Fig. 1: M1 wires
The bar under the picture is 50 um long.
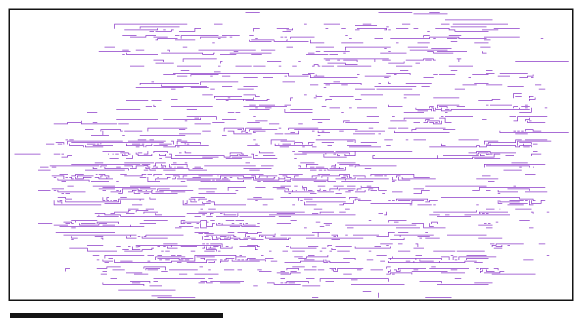
Fig. 2: metal 2
The bar under the picture is 50 um long. Cells faint in the background.
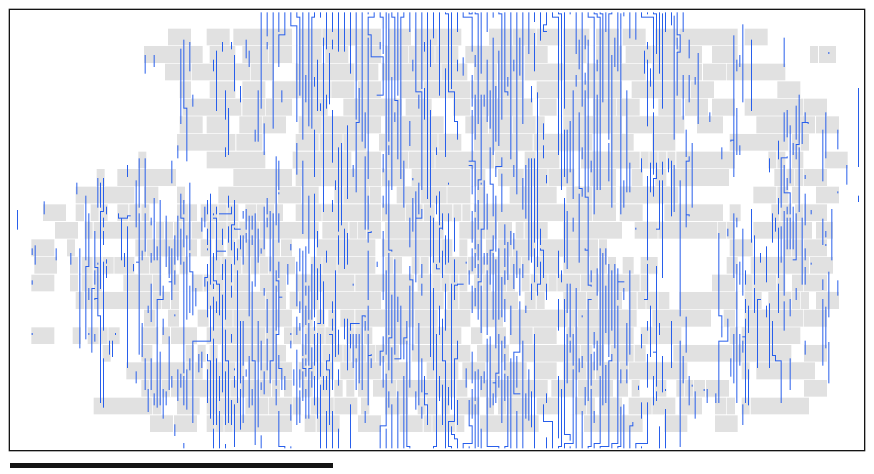
Fig. 3: signal wires on met3
The bar under the picture is 50 um long. Cells faint in the background.
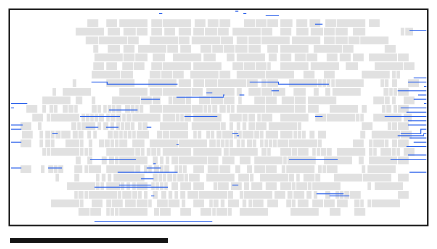
Fig. 4: the metal 4 layer
The bar under the picture is 50 um long.
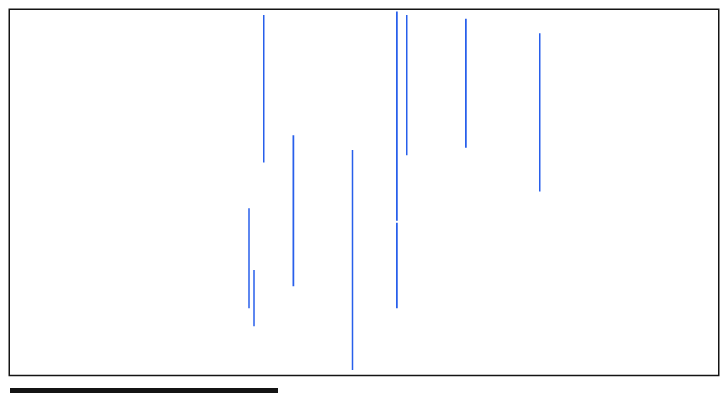
File: src/rtl/dfe_apb_pkg.sv
// Shared types and constants for the DFE APB configuration master.
package dfe_apb_pkg;

  localparam int unsigned DEF_ADDR_WIDTH  = 7;
  localparam int unsigned DEF_PDATA_WIDTH = 32;
  localparam int unsigned DEF_COEFF_WIDTH = 20;
  localparam int unsigned DEF_COMP        = 4;
  localparam int unsigned DEF_LEN_WIDTH   = 8;

  // One-hot component selects on the DFE configuration bus
  localparam logic [DEF_COMP-1:0] SEL_FRAC_DEC = 4'b0001;
  localparam logic [DEF_COMP-1:0] SEL_IIR_2_4  = 4'b0010;
  localparam logic [DEF_COMP-1:0] SEL_IIR_5_1  = 4'b0100;
  localparam logic [DEF_COMP-1:0] SEL_CTRL_CIC = 4'b1000;

  typedef enum logic [2:0] {
    ST_IDLE,
    ST_SETUP,
    ST_ACCESS,
    ST_RDCAP,
    ST_RSP
  } apb_state_e;

endpackage

File: src/rtl/dfe_apb_cfg_master_if.sv
// DFE configuration bus (MTRANS/MWRITE/MSELx/MADDR/MWDATA/MRDATA).
interface dfe_apb_cfg_master_if
  import dfe_apb_pkg::*;
#(
  parameter int unsigned ADDR_WIDTH  = DEF_ADDR_WIDTH,
  parameter int unsigned PDATA_WIDTH = DEF_PDATA_WIDTH,
  parameter int unsigned COEFF_WIDTH = DEF_COEFF_WIDTH,
  parameter int unsigned COMP        = DEF_COMP
);
  logic                   MTRANS;
  logic                   MWRITE;
  logic [COMP-1:0]        MSELx;
  logic [ADDR_WIDTH-1:0]  MADDR;
  logic [COEFF_WIDTH-1:0] MWDATA;
  logic [PDATA_WIDTH-1:0] MRDATA;

  modport master (output MTRANS, MWRITE, MSELx, MADDR, MWDATA, input MRDATA);
  modport slave  (input MTRANS, MWRITE, MSELx, MADDR, MWDATA, output MRDATA);
endinterface

File: src/rtl/dfe_apb_beat_ctr.sv
// Burst beat down-counter and bus address incrementer (address wraps modulo 2^ADDR_WIDTH).
module dfe_apb_beat_ctr
  import dfe_apb_pkg::*;
#(
  parameter int unsigned ADDR_WIDTH = DEF_ADDR_WIDTH,
  parameter int unsigned LEN_WIDTH  = DEF_LEN_WIDTH
) (
  input  logic                  clk,
  input  logic                  rst_n,
  input  logic                  load,
  input  logic [ADDR_WIDTH-1:0] load_addr,
  input  logic [LEN_WIDTH-1:0]  load_len,
  input  logic                  step,
  output logic [ADDR_WIDTH-1:0] addr,
  output logic                  last
);
  logic [LEN_WIDTH-1:0]  cnt_q, cnt_d;
  logic [ADDR_WIDTH-1:0] addr_q, addr_d;

  // Load on command acceptance, advance one beat per step
  always_comb begin
    cnt_d  = cnt_q;
    addr_d = addr_q;
    if (load) begin
      cnt_d  = load_len;
      addr_d = load_addr;
    end else if (step) begin
      cnt_d  = cnt_q - LEN_WIDTH'(1);
      addr_d = addr_q + ADDR_WIDTH'(1);
    end
  end

  // Counter and address registers
  always_ff @(posedge clk or negedge rst_n) begin
    if (!rst_n) begin
      cnt_q  <= '0;
      addr_q <= '0;
    end else begin
      cnt_q  <= cnt_d;
      addr_q <= addr_d;
    end
  end

  assign addr = addr_q;
  assign last = (cnt_q == '0);
endmodule

File: src/rtl/dfe_apb_cfg_master.sv
// APB-style configuration initiator for the DFE register/coefficient bus.
// Optional command checking (one-hot select, no address overrun) with APB_CMD_CHECK_EN.
module dfe_apb_cfg_master
  import dfe_apb_pkg::*;
#(
  parameter int unsigned ADDR_WIDTH  = DEF_ADDR_WIDTH,
  parameter int unsigned PDATA_WIDTH = DEF_PDATA_WIDTH,
  parameter int unsigned COEFF_WIDTH = DEF_COEFF_WIDTH,
  parameter int unsigned COMP        = DEF_COMP,
  parameter int unsigned LEN_WIDTH   = DEF_LEN_WIDTH
) (
  input  logic                   clk,
  input  logic                   rst_n,
  input  logic                   cmd_valid,
  output logic                   cmd_ready,
  input  logic                   cmd_write,
  input  logic [COMP-1:0]        cmd_sel,
  input  logic [ADDR_WIDTH-1:0]  cmd_addr,
  input  logic [LEN_WIDTH-1:0]   cmd_len,
  input  logic                   wdata_valid,
  output logic                   wdata_ready,
  input  logic [COEFF_WIDTH-1:0] wdata,
  output logic                   rsp_valid,
  input  logic                   rsp_ready,
  output logic [PDATA_WIDTH-1:0] rsp_data,
  output logic                   rsp_last,
  output logic                   rsp_err,
  output logic                   busy,
  output logic                   done,
  dfe_apb_cfg_master_if.master   bus
);
  apb_state_e             state_q, state_d;
  logic                   mtrans_q, mtrans_d;
  logic                   mwrite_q, mwrite_d;
  logic [COMP-1:0]        msel_q, msel_d;
  logic [COEFF_WIDTH-1:0] mwdata_q, mwdata_d;
  logic                   rsp_valid_q, rsp_valid_d;
  logic                   rsp_last_q, rsp_last_d;
  logic                   rsp_err_q, rsp_err_d;
  logic [PDATA_WIDTH-1:0] rsp_data_q, rsp_data_d;
  logic                   done_q, done_d;
  logic                   ctr_load, ctr_step, ctr_last;
  logic [ADDR_WIDTH-1:0]  maddr;
  logic                   cmd_reject;

`ifdef APB_CMD_CHECK_EN
  localparam int unsigned SUM_W = ((ADDR_WIDTH > LEN_WIDTH) ? ADDR_WIDTH : LEN_WIDTH) + 1;
  logic [SUM_W-1:0] end_addr;
  assign end_addr   = SUM_W'(cmd_addr) + SUM_W'(cmd_len);
  assign cmd_reject = !$onehot(cmd_sel) || (end_addr > SUM_W'((1 << ADDR_WIDTH) - 1));
`else
  assign cmd_reject = 1'b0;
`endif

  dfe_apb_beat_ctr #(
    .ADDR_WIDTH (ADDR_WIDTH),
    .LEN_WIDTH  (LEN_WIDTH)
  ) u_beat_ctr (
    .clk       (clk),
    .rst_n     (rst_n),
    .load      (ctr_load),
    .load_addr (cmd_addr),
    .load_len  (cmd_len),
    .step      (ctr_step),
    .addr      (maddr),
    .last      (ctr_last)
  );

  // Next-state, bus and response logic
  always_comb begin
    state_d     = state_q;
    mtrans_d    = 1'b0;
    mwrite_d    = mwrite_q;
    msel_d      = msel_q;
    mwdata_d    = mwdata_q;
    rsp_valid_d = rsp_valid_q;
    rsp_last_d  = rsp_last_q;
    rsp_err_d   = rsp_err_q;
    rsp_data_d  = rsp_data_q;
    done_d      = 1'b0;
    ctr_load    = 1'b0;
    ctr_step    = 1'b0;
    wdata_ready = 1'b0;
    unique case (state_q)
      ST_IDLE: begin
        if (cmd_valid) begin
          if (cmd_reject) begin
            // Rejected command skips the bus entirely and answers with one error beat
            state_d     = ST_RSP;
            rsp_valid_d = 1'b1;
            rsp_err_d   = 1'b1;
            rsp_last_d  = 1'b1;
            rsp_data_d  = '0;
          end else begin
            state_d  = ST_SETUP;
            msel_d   = cmd_sel;
            mwrite_d = cmd_write;
            ctr_load = 1'b1;
          end
        end
      end
      ST_SETUP: begin
        if (!mwrite_q) begin
          state_d  = ST_ACCESS;
          mtrans_d = 1'b1;
        end else begin
          wdata_ready = 1'b1;
          if (wdata_valid) begin
            mwdata_d = wdata;
            state_d  = ST_ACCESS;
            mtrans_d = 1'b1;
          end
        end
      end
      ST_ACCESS: begin
        if (!mwrite_q) begin
          state_d = ST_RDCAP;
        end else if (!ctr_last) begin
          ctr_step = 1'b1;
          state_d  = ST_SETUP;
        end else begin
          done_d   = 1'b1;
          msel_d   = '0;
          mwrite_d = 1'b0;
          state_d  = ST_IDLE;
        end
      end
      ST_RDCAP: begin
        rsp_data_d  = bus.MRDATA;
        rsp_valid_d = 1'b1;
        rsp_last_d  = ctr_last;
        rsp_err_d   = 1'b0;
        state_d     = ST_RSP;
      end
      ST_RSP: begin
        if (rsp_ready) begin
          rsp_valid_d = 1'b0;
          rsp_last_d  = 1'b0;
          rsp_err_d   = 1'b0;
          if (rsp_err_q || ctr_last) begin
            done_d   = 1'b1;
            msel_d   = '0;
            mwrite_d = 1'b0;
            state_d  = ST_IDLE;
          end else begin
            ctr_step = 1'b1;
            state_d  = ST_SETUP;
          end
        end
      end
      default: state_d = ST_IDLE;
    endcase
  end

  // State and registered outputs
  always_ff @(posedge clk or negedge rst_n) begin
    if (!rst_n) begin
      state_q     <= ST_IDLE;
      mtrans_q    <= 1'b0;
      mwrite_q    <= 1'b0;
      msel_q      <= '0;
      mwdata_q    <= '0;
      rsp_valid_q <= 1'b0;
      rsp_last_q  <= 1'b0;
      rsp_err_q   <= 1'b0;
      rsp_data_q  <= '0;
      done_q      <= 1'b0;
    end else begin
      state_q     <= state_d;
      mtrans_q    <= mtrans_d;
      mwrite_q    <= mwrite_d;
      msel_q      <= msel_d;
      mwdata_q    <= mwdata_d;
      rsp_valid_q <= rsp_valid_d;
      rsp_last_q  <= rsp_last_d;
      rsp_err_q   <= rsp_err_d;
      rsp_data_q  <= rsp_data_d;
      done_q      <= done_d;
    end
  end

  assign cmd_ready  = (state_q == ST_IDLE);
  assign busy       = (state_q != ST_IDLE);
  assign done       = done_q;
  assign rsp_valid  = rsp_valid_q;
  assign rsp_last   = rsp_last_q;
  assign rsp_err    = rsp_err_q;
  assign rsp_data   = rsp_data_q;
  assign bus.MTRANS = mtrans_q;
  assign bus.MWRITE = mwrite_q;
  assign bus.MSELx  = msel_q;
  assign bus.MADDR  = maddr;
  assign bus.MWDATA = mwdata_q;
endmodule
File: src/flat_wrapper.sv
// flat-port wrapper written by rule: the top's interface ports become plain ports
module dfe_apb_cfg_master_flat import dfe_apb_pkg::*;
#(
  parameter int unsigned ADDR_WIDTH  = DEF_ADDR_WIDTH,
  parameter int unsigned PDATA_WIDTH = DEF_PDATA_WIDTH,
  parameter int unsigned COEFF_WIDTH = DEF_COEFF_WIDTH,
  parameter int unsigned COMP        = DEF_COMP,
  parameter int unsigned LEN_WIDTH   = DEF_LEN_WIDTH
)
  (clk, rst_n, cmd_valid, cmd_ready, cmd_write, cmd_sel, cmd_addr, cmd_len, wdata_valid, wdata_ready, wdata, rsp_valid, rsp_ready, rsp_data, rsp_last, rsp_err, busy, done, bus_MTRANS, bus_MWRITE, bus_MSELx, bus_MADDR, bus_MWDATA, bus_MRDATA);
  dfe_apb_cfg_master_if #(.ADDR_WIDTH(ADDR_WIDTH), .PDATA_WIDTH(PDATA_WIDTH), .COEFF_WIDTH(COEFF_WIDTH), .COMP(COMP)) bus_i ();
  input  logic clk;
  input  logic rst_n;
  input  logic cmd_valid;
  output logic cmd_ready;
  input  logic cmd_write;
  input  logic [COMP-1:0] cmd_sel;
  input  logic [ADDR_WIDTH-1:0] cmd_addr;
  input  logic [LEN_WIDTH-1:0] cmd_len;
  input  logic wdata_valid;
  output logic wdata_ready;
  input  logic [COEFF_WIDTH-1:0] wdata;
  output logic rsp_valid;
  input  logic rsp_ready;
  output logic [PDATA_WIDTH-1:0] rsp_data;
  output logic rsp_last;
  output logic rsp_err;
  output logic busy;
  output logic done;
  output wire logic [$bits(bus_i.MTRANS)-1:0] bus_MTRANS;
  output wire logic [$bits(bus_i.MWRITE)-1:0] bus_MWRITE;
  output wire logic [$bits(bus_i.MSELx)-1:0] bus_MSELx;
  output wire logic [$bits(bus_i.MADDR)-1:0] bus_MADDR;
  output wire logic [$bits(bus_i.MWDATA)-1:0] bus_MWDATA;
  input wire logic [$bits(bus_i.MRDATA)-1:0] bus_MRDATA;
  assign bus_MTRANS = bus_i.MTRANS;
  assign bus_MWRITE = bus_i.MWRITE;
  assign bus_MSELx = bus_i.MSELx;
  assign bus_MADDR = bus_i.MADDR;
  assign bus_MWDATA = bus_i.MWDATA;
  assign bus_i.MRDATA = bus_MRDATA;
  dfe_apb_cfg_master #(.ADDR_WIDTH(ADDR_WIDTH), .PDATA_WIDTH(PDATA_WIDTH), .COEFF_WIDTH(COEFF_WIDTH), .COMP(COMP), .LEN_WIDTH(LEN_WIDTH)) u_core (.clk(clk), .rst_n(rst_n), .cmd_valid(cmd_valid), .cmd_ready(cmd_ready), .cmd_write(cmd_write), .cmd_sel(cmd_sel), .cmd_addr(cmd_addr), .cmd_len(cmd_len), .wdata_valid(wdata_valid), .wdata_ready(wdata_ready), .wdata(wdata), .rsp_valid(rsp_valid), .rsp_ready(rsp_ready), .rsp_data(rsp_data), .rsp_last(rsp_last), .rsp_err(rsp_err), .busy(busy), .done(done), .bus(bus_i));
endmodule
File: config.mk
export PLATFORM = sky130hd
export DESIGN_NAME = dfe_apb_cfg_master_flat
export DESIGN_NICKNAME = d
export VERILOG_FILES = /design/src/rtl/dfe_apb_pkg.sv /design/src/rtl/dfe_apb_cfg_master_if.sv /design/src/rtl/dfe_apb_beat_ctr.sv /design/src/rtl/dfe_apb_cfg_master.sv /design/src/flat_wrapper.sv
export SDC_FILE = /design/constraint.sdc
export NUM_CORES = 1
export LEC_CHECK = 0
export ABC_AREA = 1
export CAP_MARGIN = 0
export CORE_ASPECT_RATIO = 0.5
export CORE_MARGIN = 2
export CORE_UTILIZATION = 45
export DETAILED_ROUTE_END_ITERATION = 6
export GPL_TIMING_DRIVEN = 0
export MAX_ROUTING_LAYER = met4
export PLACE_DENSITY = 0.88
export SYNTH_ARGS = -nofsm -noshare
export SYNTH_HDL_FRONTEND = slang
export SYNTH_SLANG_ARGS = --single-unit
File: constraint.sdc
create_clock -name clk -period 2.5 [get_ports clk]
set_input_delay 0.75 -clock clk [delete_from_list [all_inputs] [get_ports clk]]
set_output_delay 0.75 -clock clk [all_outputs]
set_load 0.05 [all_outputs]
==> impl_metrics.tcl <==
# collected from the flow reports
set metrics [dict create \
    startpoint_type "flop" \
    status "complete, no violations" \
    cts_tree "done" \
    diodes 0 \
    ys_seq_frac 0.535 \
    arrival_ns 1.64 \
    cts_max_level 3 \
    drtIter0Drc 184 \
    fillers 573 \
    top_logic_kind "simple AND/OR/NAND/NOR gates" \
    dp.cells 662 \
    period_minus_slack_ns 2.39 \
    io_buffer_count 147 \
    max_freq_mhz 418 \
    cts_hold_buf 0 \
    drtAntennaViolNets 0 \
    fp_util 0.464 \
    fp_nets 482 \
    tightest_slew_ns 0.554 \
    clk_path_buf_depth 2 \
    xor_share 0.00474 \
    crit_path_end_kind "output pin" \
    dieWidth_um 132 \
    chipArea_um2 9000 \
    grt_use_total 0.231 \
    synth.top_cell.area_share 0.535 \
    drc 0 \
    crit_type "reg2out" \
    most_common_cell "nand2_1" \
    place_hpwl_mm 7.30 \
    place.gp.congestion 0.868 \
    final_cells 676 \
    rsz0062_at_grt "no" \
    power.leakage_nw 2.65 \
    yosys_cells 402 \
    numCtsBuffers 9 \
    fin_skew_ns 0.00572 \
    wl_per_cell_um 14.6 \
    cts_sinks 79 \
    yosys_warnings 0 \
    syn_avg_cell_area_um2 9.19 \
    r2r_end "u_core.u_beat_ctr.cnt_q[2]" \
    drv_cap 0 \
    layout_top_cells "143 x clkdlybuf4s50_1, 133 x nand2_1, 79 x dfrtp_1" \
    grt_max_degree 72 \
    whs_ns 0.248 \
    netlist_top_cells_count "133 x nand2_1, 79 x dfrtp_1, 54 x nand3_1" \
    ff2ff_path_depth 10 \
    rows 23 \
    fa_ha_area_frac 0.0102 \
    period_used_share 0.958 \
    hp-class "in2async" \
    avgViaCountPerCell 4.89 \
    yosys.area.top_type "dfrtp_1" \
    antenna_found_initial 0 \
    topCellsByArea "dfrtp_1 53%, nand2_1 14%, mux2_2 9.7%" \
    fin_nets 641 \
    async_flop_share 1.00 \
    overflow 0 \
    ff_type "dfrtp_1" \
    cp_slowest_cell "dfrtp_1" \
    drive_gt1_frac 0.144 \
    warnings 27 \
    maxSlewHeadroom 0.630 \
    simple_gate_share 0.254 \
    syn_to_final_growth_pct 51.0 \
    io_pins 149 \
    dr.pass1.iters 4 \
    timing.rr.start "u_core.u_beat_ctr.cnt_q[0]" \
    synth-edff-count 0 \
    cp_num_buf_inv 3 \
    final-hold-violation-count 0 \
    lay_top_count "clkdlybuf4s50_1" \
    core_area_um2 7970 \
    crit_chain "inv_2, nand3_2, nor2_4, clkbuf_4, buf_4" \
    cp.required_ns 1.75 \
    cpPeakStageDelay_ns 0.44 \
    cts_root_buffer "clkbuf_16" \
    cpLargestDelayFamily "buffers and inverters" \
    placed_cell_area_um2 5330 \
    clock_latency_ns 0.33 \
    ys_sh_mux 0.0975 \
    clkSlewWorstSetupHoldPaths_ns 0.05 \
    r2r_slack_ns 0.82 \
    synthCells 402 \
    syn_area_um2 3700 \
    synth.distinct_cells 27 \
    power.density_nw_per_um2 1530 \
    chipHeight_um 68.1 \
    ys_area_um2 3700 \
    setup_viol 0 \
    fin_setup_tns_ns 0 \
    cp_max_fo 10 \
    grt_pass1_wl_mm 15.5 \
    ir_drop_mv 0.612 \
    numSynthFlops 79 \
    fin_area_um2 5580 \
    drv_slew 0 \
    synthAoiAreaFrac 0.0399 \
    grt_pass1_vias 3233 \
]
Back to the opening pictures, Fig. 1:
- longest straight run: 27.1 um
- wire length on this layer: 4000 um

Back to the opening pictures, Fig. 2:
- share of all routed wire: 53%
- longest straight run: 31.1 um
- nets with wire on the layer: 545
- main direction: vertical

Back to the opening pictures, Fig. 3:
- share of all routed wire: 4.3%
- nets with wire on the layer: 50
Vias: 3308
Total Wirelength: 9.86 mm
GRT met3 Usage: 0.0630

Back to the opening pictures, Fig. 4:
- share of all routed wire: 2.6%
- longest straight run: 40.8 um
- main direction: vertical

[worst max-delay path by stage]
stage,start,endpoint,cells past startpoint
floorplan,u_core.bus.MWRITE,wdata_ready,3
global placement,rst_n,u_core.bus.MWDATA[16],1
detailed placement,u_core.state_q[2],wdata_ready,5
CTS,u_core.state_q[2],wdata_ready,5
global route,u_core.state_q[2],wdata_ready,5
finish,u_core.state_q[2],wdata_ready,5
[logic make-up after synthesis]
logic type / after synthesis
AOI/OAI and AO/OA: 26
xor gates and xnor gates: 2
adders and majority gates: 3
buffers and inverters: 44
DFF: 79
muxes: 32
other: 1
and+or+nand+nor: 215
[worst register-to-register path: cells and delay by family (launching register included)]
kind / cells / cell delay [ns]
simple gates: 5 / 0.45
flops: 1 / 0.42
buf+inv: 3 / 0.35
fa+ha+maj: 1 / 0.17
compound gates: 1 / 0.17
[per-stage QoR]
step	total power (W)	util	setup slack, ns
after floorplan	0.00573	-	0.403
after global placement	0.00728	0.666	-2.14
after detailed placement	0.00743	0.669	-0.300
after CTS	0.00858	0.700	0.00620
after global routing	0.00906	0.700	0.00909
final	0.00855	0.700	0.106
[report_power, final]
| group | total (W) | internal, W | leakage, nW | switching, W |
|---|---|---|---|---|
| sequential | 0.00229 | 0.00189 | 0.968 | 0.000401 |
| clock | 0.00113 | 0.000658 | 0.122 | 0.000473 |
| combinational | 0.00514 | 0.00179 | 1.56 | 0.00334 |
| total | 0.00855 | 0.00434 | 2.65 | 0.00422 |
[flip-flops by register name, summed over array words and instances, names as in the netlist]
register and count:
u_core.done 1, u_core.rsp_data 32, u_core.rsp_last 1, u_core.u_beat_ctr.addr 7
u_core.u_beat_ctr.cnt_q 8, u_core.bus.MWRITE 1, u_core.rsp_valid 1, u_core.state_q 3
u_core.bus.MSELx 4, u_core.bus.MTRANS 1, u_core.bus.MWDATA 20
[metal layers]
layer  vias to the layer above  wire (um)  GRT usage
li1                       1619          -          -
met1                      1583       4000      0.266
met2                        84       5180      0.391
met3                        22        419     0.0630
met4                         0        257      0.105
met5                         -          0          -
[final cells by class]
class	instances	area, um^2	area share
Sequential cell	79	1980	0.354
Tap cell	112	140	0.0251
Buffer	16	111	0.0200
Inverter	28	105	0.0188
Timing Repair Buffer	148	1480	0.266
Clock inverter	2	10.0	0.00179
Clock buffer	12	236	0.0424
Multi-Input combinational cell	279	1520	0.272
[repair_timing]
| item | in CTS | in global routing |
|---|---|---|
| gates resized | 9 | 7 |
| buffers inserted | 0 | 0 |
| setup endpoints to repair | 3 | 3 |
| gates cloned | 0 | 0 |
Power is estimated from default activity; no workload was simulated.
